--- src/rtl/bcd_to_bin_seq.sv ---
// rtl/bcd_to_bin_seq.sv - sequential reverse double-dabble BCD-to-binary converter
module bcd_to_bin_seq #(
    parameter int DIGITS = 4,
    parameter int BIN_W  = 14
) (
    input  logic                  clk,
    input  logic                  rst_n,
    input  logic                  start,
    input  logic [4*DIGITS-1:0]   bcd_in,
    output logic                  busy,
    output logic                  done,
    output logic [BIN_W-1:0]      bin_out,
    output logic                  err
);

    localparam int BCD_W = 4 * DIGITS;
    localparam int WORK_W = BCD_W + BIN_W;
    localparam int CNT_W = $clog2(BIN_W + 1);

    typedef enum logic [1:0] {
        S_IDLE,
        S_CALC,
        S_DONE
    } state_t;

    state_t              state_q, state_d;
    logic [WORK_W-1:0]   work_q, work_d;
    logic [CNT_W-1:0]    cnt_q, cnt_d;
    logic                err_flag_q, err_flag_d;
    logic                done_d;
    logic [BIN_W-1:0]    bin_out_d;
    logic                err_d;

    logic                bad_digit;
    logic [WORK_W-1:0]   shifted;
    logic [WORK_W-1:0]   stepped;
    logic [BCD_W-1:0]    bcd_part;

    // Upper slice of the working register still holding undecoded BCD digits
    assign bcd_part = work_q[WORK_W-1 -: BCD_W];
    assign busy = (state_q == S_CALC);

    // Flag an operand with any digit above 9
    always_comb begin
        bad_digit = 1'b0;
        for (int i = 0; i < DIGITS; i++) begin
            if (bcd_in[4*i +: 4] > 4'd9) begin
                bad_digit = 1'b1;
            end
        end
    end

    // One reverse double-dabble step: shift right, then pull each digit >= 8 down by 3
    always_comb begin
        shifted = work_q >> 1;
        stepped = shifted;
        for (int i = 0; i < DIGITS; i++) begin
            if (shifted[BIN_W + 4*i + 3]) begin
                stepped[BIN_W + 4*i +: 4] = shifted[BIN_W + 4*i +: 4] - 4'd3;
            end
        end
    end

    // Next-state and next-output logic; outputs only change on leaving DONE
    always_comb begin
        state_d    = state_q;
        work_d     = work_q;
        cnt_d      = cnt_q;
        err_flag_d = err_flag_q;
        done_d     = 1'b0;
        bin_out_d  = bin_out;
        err_d      = err;
        case (state_q)
            S_IDLE: begin
                if (start) begin
                    if (bad_digit) begin
                        err_flag_d = 1'b1;
                        state_d    = S_DONE;
                    end else begin
                        work_d     = {bcd_in, {BIN_W{1'b0}}};
                        cnt_d      = CNT_W'(BIN_W);
                        err_flag_d = 1'b0;
                        state_d    = S_CALC;
                    end
                end
            end
            S_CALC: begin
                work_d = stepped;
                cnt_d  = cnt_q - CNT_W'(1);
                if (cnt_q == CNT_W'(1)) begin
                    state_d = S_DONE;
                end
            end
            S_DONE: begin
                done_d    = 1'b1;
                bin_out_d = err_flag_q ? '0 : work_q[BIN_W-1:0];
                err_d     = err_flag_q;
                state_d   = S_IDLE;
            end
            default: begin
                state_d = S_IDLE;
            end
        endcase
    end

    // State, datapath and output registers with synchronous active-low reset
    always_ff @(posedge clk) begin
        if (!rst_n) begin
            state_q    <= S_IDLE;
            work_q     <= '0;
            cnt_q      <= '0;
            err_flag_q <= 1'b0;
            done       <= 1'b0;
            bin_out    <= '0;
            err        <= 1'b0;
        end else begin
            state_q    <= state_d;
            work_q     <= work_d;
            cnt_q      <= cnt_d;
            err_flag_q <= err_flag_d;
            done       <= done_d;
            bin_out    <= bin_out_d;
            err        <= err_d;
        end
    end

endmodule

--- config.mk ---
export PLATFORM = sky130hd
export DESIGN_NAME = bcd_to_bin_seq
export DESIGN_NICKNAME = d
export VERILOG_FILES = /design/src/rtl/bcd_to_bin_seq.sv
export SDC_FILE = /design/constraint.sdc
export NUM_CORES = 1
export LEC_CHECK = 0
export ABC_AREA = 1
export ABC_CLOCK_PERIOD_IN_PS = 2350
export CORE_ASPECT_RATIO = 0.5
export CORE_MARGIN = 2
export CORE_UTILIZATION = 58
export DETAILED_ROUTE_END_ITERATION = 12
export PLACE_DENSITY = 0.95
export SLEW_MARGIN = 5
export SYNTH_ARGS = -nofsm -noshare
export SYNTH_HDL_FRONTEND = slang
export SYNTH_SLANG_ARGS = --single-unit
--- constraint.sdc ---
create_clock -name clk -period 2.35 [get_ports clk]
set_clock_uncertainty 0.1 [all_clocks]
set_input_delay 0.235 -clock clk [delete_from_list [all_inputs] [get_ports clk]]
set_output_delay 0.235 -clock clk [all_outputs]
set_load 0.02 [all_outputs]
==> run_1/pinout.png <==
Pins as bars across the die edge, other pins in gray.
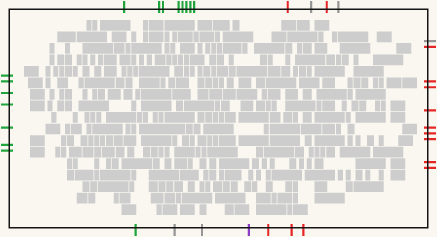
legend:
  red:
    port: bin_out
    pins: 14
    direction: output
    edge: 9 right, 3 bottom, 2 top
  green:
    port: bcd_in
    pins: 16
    direction: input
    edge: 8 top, 7 left, 1 bottom
  purple:
    port: err
    pins: 1
    direction: output
    edge: bottom

==> run_1/layers.png <==
Two of the layers only.
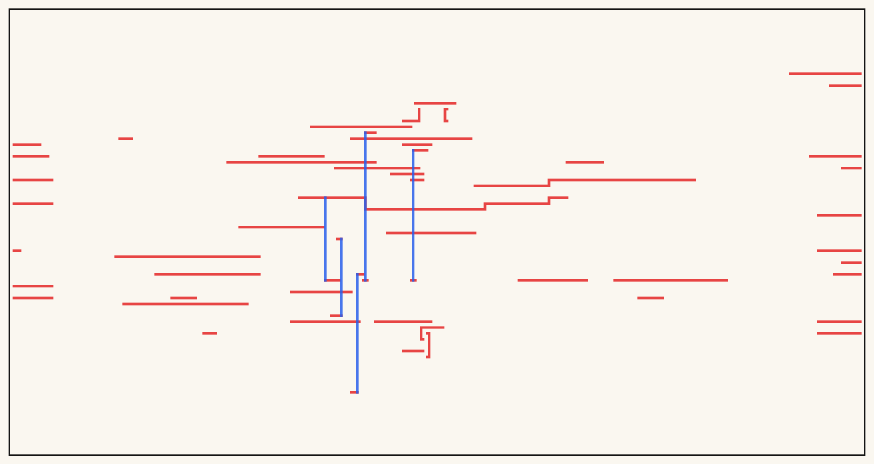
legend:
  blue:
    layer: M4
    wire_length: 63.9 um
  red:
    layer: M3
    wire_length: 340 um

==> run_1/m3.png <==
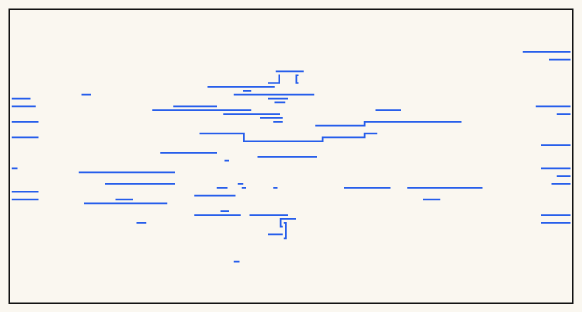
share of all routed wire: 5.9%
wire length on this layer: 340 um
longest straight run: 17.0 um
nets with wire on the layer: 42

==> run summary, run 1 <==
run metrics: status finished, final reports clean, internal power 1.37 mW, Cell area leaders dfxtp_1, nand2_1, a21oi_2, dominant logic cell type in the layout nand2_1, tap cells roughly 57, sequential fraction of the synthesis area 41.0%, Synth flops 53, max cap viols 0, Detail Route Antenna Nets 0, Clock Tree Buf Depth 2, Setup TNS Final 0 ps, floorplan utilization 59.6%, Top Ports 36, switch share 28.6%, non-clk buf share 12.6%, largest fanout on the critical path 4, drt first pass iters 6, syn_area_per_cell 7.51 um^2, core area between 4000 and 5000 um^2, ys flop type dfxtp_1, tool warnings 27, Seq. cell area 1060 um^2, Resized cells post-CTS 0, postcts setup bufs 0, top cell type by total area after synthesis dfxtp_1, die span in y a little over 50 um, Slew @ Worst Pin between 500 and 600 ps, Worst Hold End bin_out[0], Largest Register work_q, fa+ha+maj area frac 2.42%, aoi share 16.0%, Die X 98.4 um
==> run 2: changes to the inputs <==
Settings changed: ABC_CLOCK_PERIOD_IN_PS 2350 to 1810, CORE_UTILIZATION 58 to 54, PLACE_DENSITY 0.95 to 0.9.
Clock period 2.35 ns to 1.81 ns, I/O delays scaled along.
==> run_2/pinout.png <==
Pins as bars across the die edge, other pins in gray.
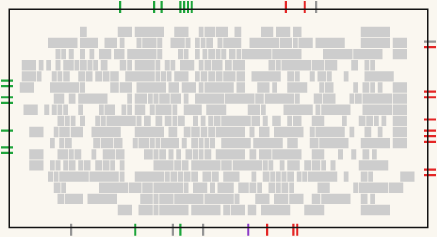
legend:
  purple:
    port: err
    pins: 1
    direction: output
    edge: bottom
  green:
    port: bcd_in
    pins: 16
    direction: input
    edge: 7 top, 7 left, 2 bottom
  red:
    port: bin_out
    pins: 14
    direction: output
    edge: 9 right, 3 bottom, 2 top
all pins by edge: 10 top, 10 right, 9 bottom, 7 left

==> run 2 against run 1 <==
  * Synthesized cell count did not move
  * Wire length fell by 2.0%
  * Non-clock buffer count rose by 7
  * Combinational power rose by 43%
  * Critical path depth rose by 4
  * Utilization fell by 0.81 points
  * Sequential power rose by about 30%
  * Largest cell class unchanged
==> run summary, run 2 <==
run metrics: status finished, final reports clean, Largest Register work_q, Cell area leaders dfxtp_1, nand2_1, a21oi_2, Setup TNS Final 0 ps, tool warnings 27, post-layout period usage 88.3%, sequential fraction of the synthesis area 41.0%, Detail Route Antenna Nets 0, die span in y 52.9 um, Synth flops ~53, Total GRT Usage roughly 22%, Die X 102 um, aoi share 16.0%, largest fanout on the critical path 20, internal power 1.68 mW, final hold slack approximately 370 ps, tap cells around 66, Seq. cell area 1060 um^2, non-clk buf share roughly 15%, Slew HR 76.7%, Resized cells post-CTS 1, dominant logic cell type in the layout nand2_1, syn_area_per_cell approximately 7.5 um^2, drt first pass iters 4, ys flop type dfxtp_1, Top Ports 36, max cap viols 0, Worst Hold End bin_out[4], core area 4510 um^2, CP Launch Point state_q[0], M1 wire length 2.60 mm, floorplan utilization ~57%, max reg flops 30, Clock Tree Buf Depth 2, top cell type by total area after synthesis dfxtp_1
==> run 3: changes to the inputs <==
Settings changed: CAP_MARGIN set to 10, GPL_TIMING_DRIVEN set to 0.
==> run_3/layers.png <==
Two of the layers only.
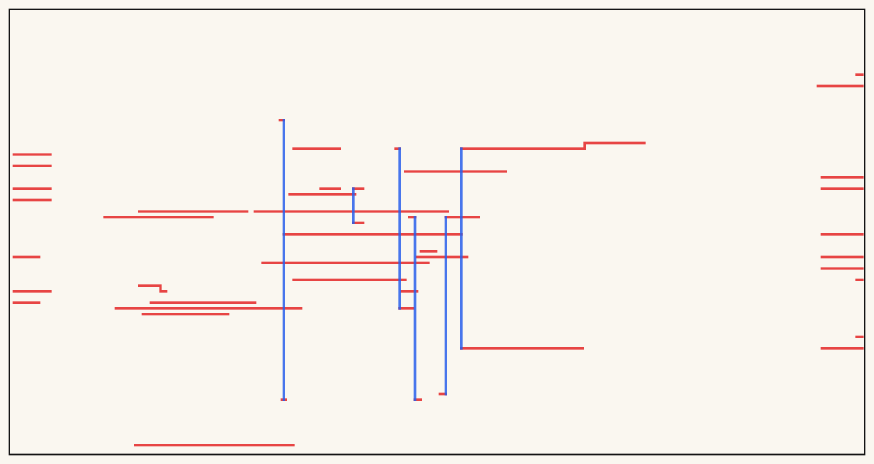
legend:
  blue:
    layer: M4
    wire_length: 123 um
  red:
    layer: M3
    wire_length: 319 um

==> run 3 against run 2 <==
  * Total power grew 5.4%
  * Non-clock buffer count grew 8
  * Flip-flop count did not move
  * Sequential power barely moved
  * Maximum frequency shrank 7.4%
  * Hold slack lost 1.7 ps
  * Die size did not move
  * Largest cell class unchanged
==> run summary, run 3 <==
run metrics: status finished, final reports clean, drt first pass iters 4, Worst Hold End bin_out[6], Detail Route Antenna Nets 0, Synth mux share 0%, Final #Nets about 410, sequential group share of total power 49.3%, floorplan utilization approximately 57%, non-clk buf share 15.7%, dominant logic cell type in the layout nand2_1, worst reg-to-reg setup slack 290 ps, largest fanout on the critical path 10, tool warnings 27, Resized cells post-CTS 5, M1 wire length 2.57 mm, syn_area_per_cell 7.51 um^2, Clock Tree Buf Depth 2, ys flop type dfxtp_1, Seq. cell area roughly 1100 um^2, postcts setup bufs 1, tap cells 66, switch share approximately 29%, Top Ports 36, Total GRT Usage 23.7%, max cap viols 0, top cell type by total area after synthesis dfxtp_1, Critical-path top delay cell dfxtp_2, Slew HR 53.4%, CP Launch Point state_q[0], final hold slack 369 ps, f_max 579 MHz, Pwr Total 2.54 mW, max reg flops 30, Largest Register work_q, Slew @ Worst Pin roughly 700 ps, sequential fraction of the synthesis area 41.0%, Setup TNS Final 0 ps, post-layout period usage between 90% and 100%, core area 4510 um^2, aoi share 16.0%, Cell area leaders dfxtp_1, nand2_1, a21oi_2, Die X 102 um, internal power approximately 1.8 mW, Synth flops 53

## Gallery

Register map, names as in the netlist.
Other sequential cells in the stronger gray, the rest of the logic in the fainter gray.
image #1
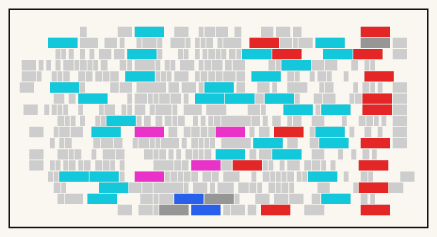
image #2
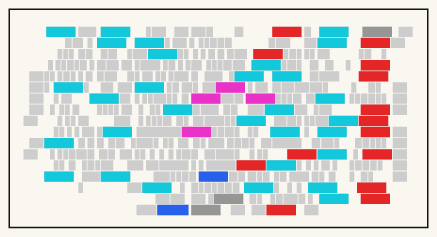
image #3
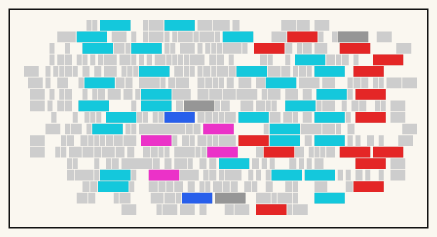
For run 1, see image #3.
For run 2, see image #1.
For run 3, see image #2.

Power figures rest on the tool's default switching activity, not on a simulated workload.
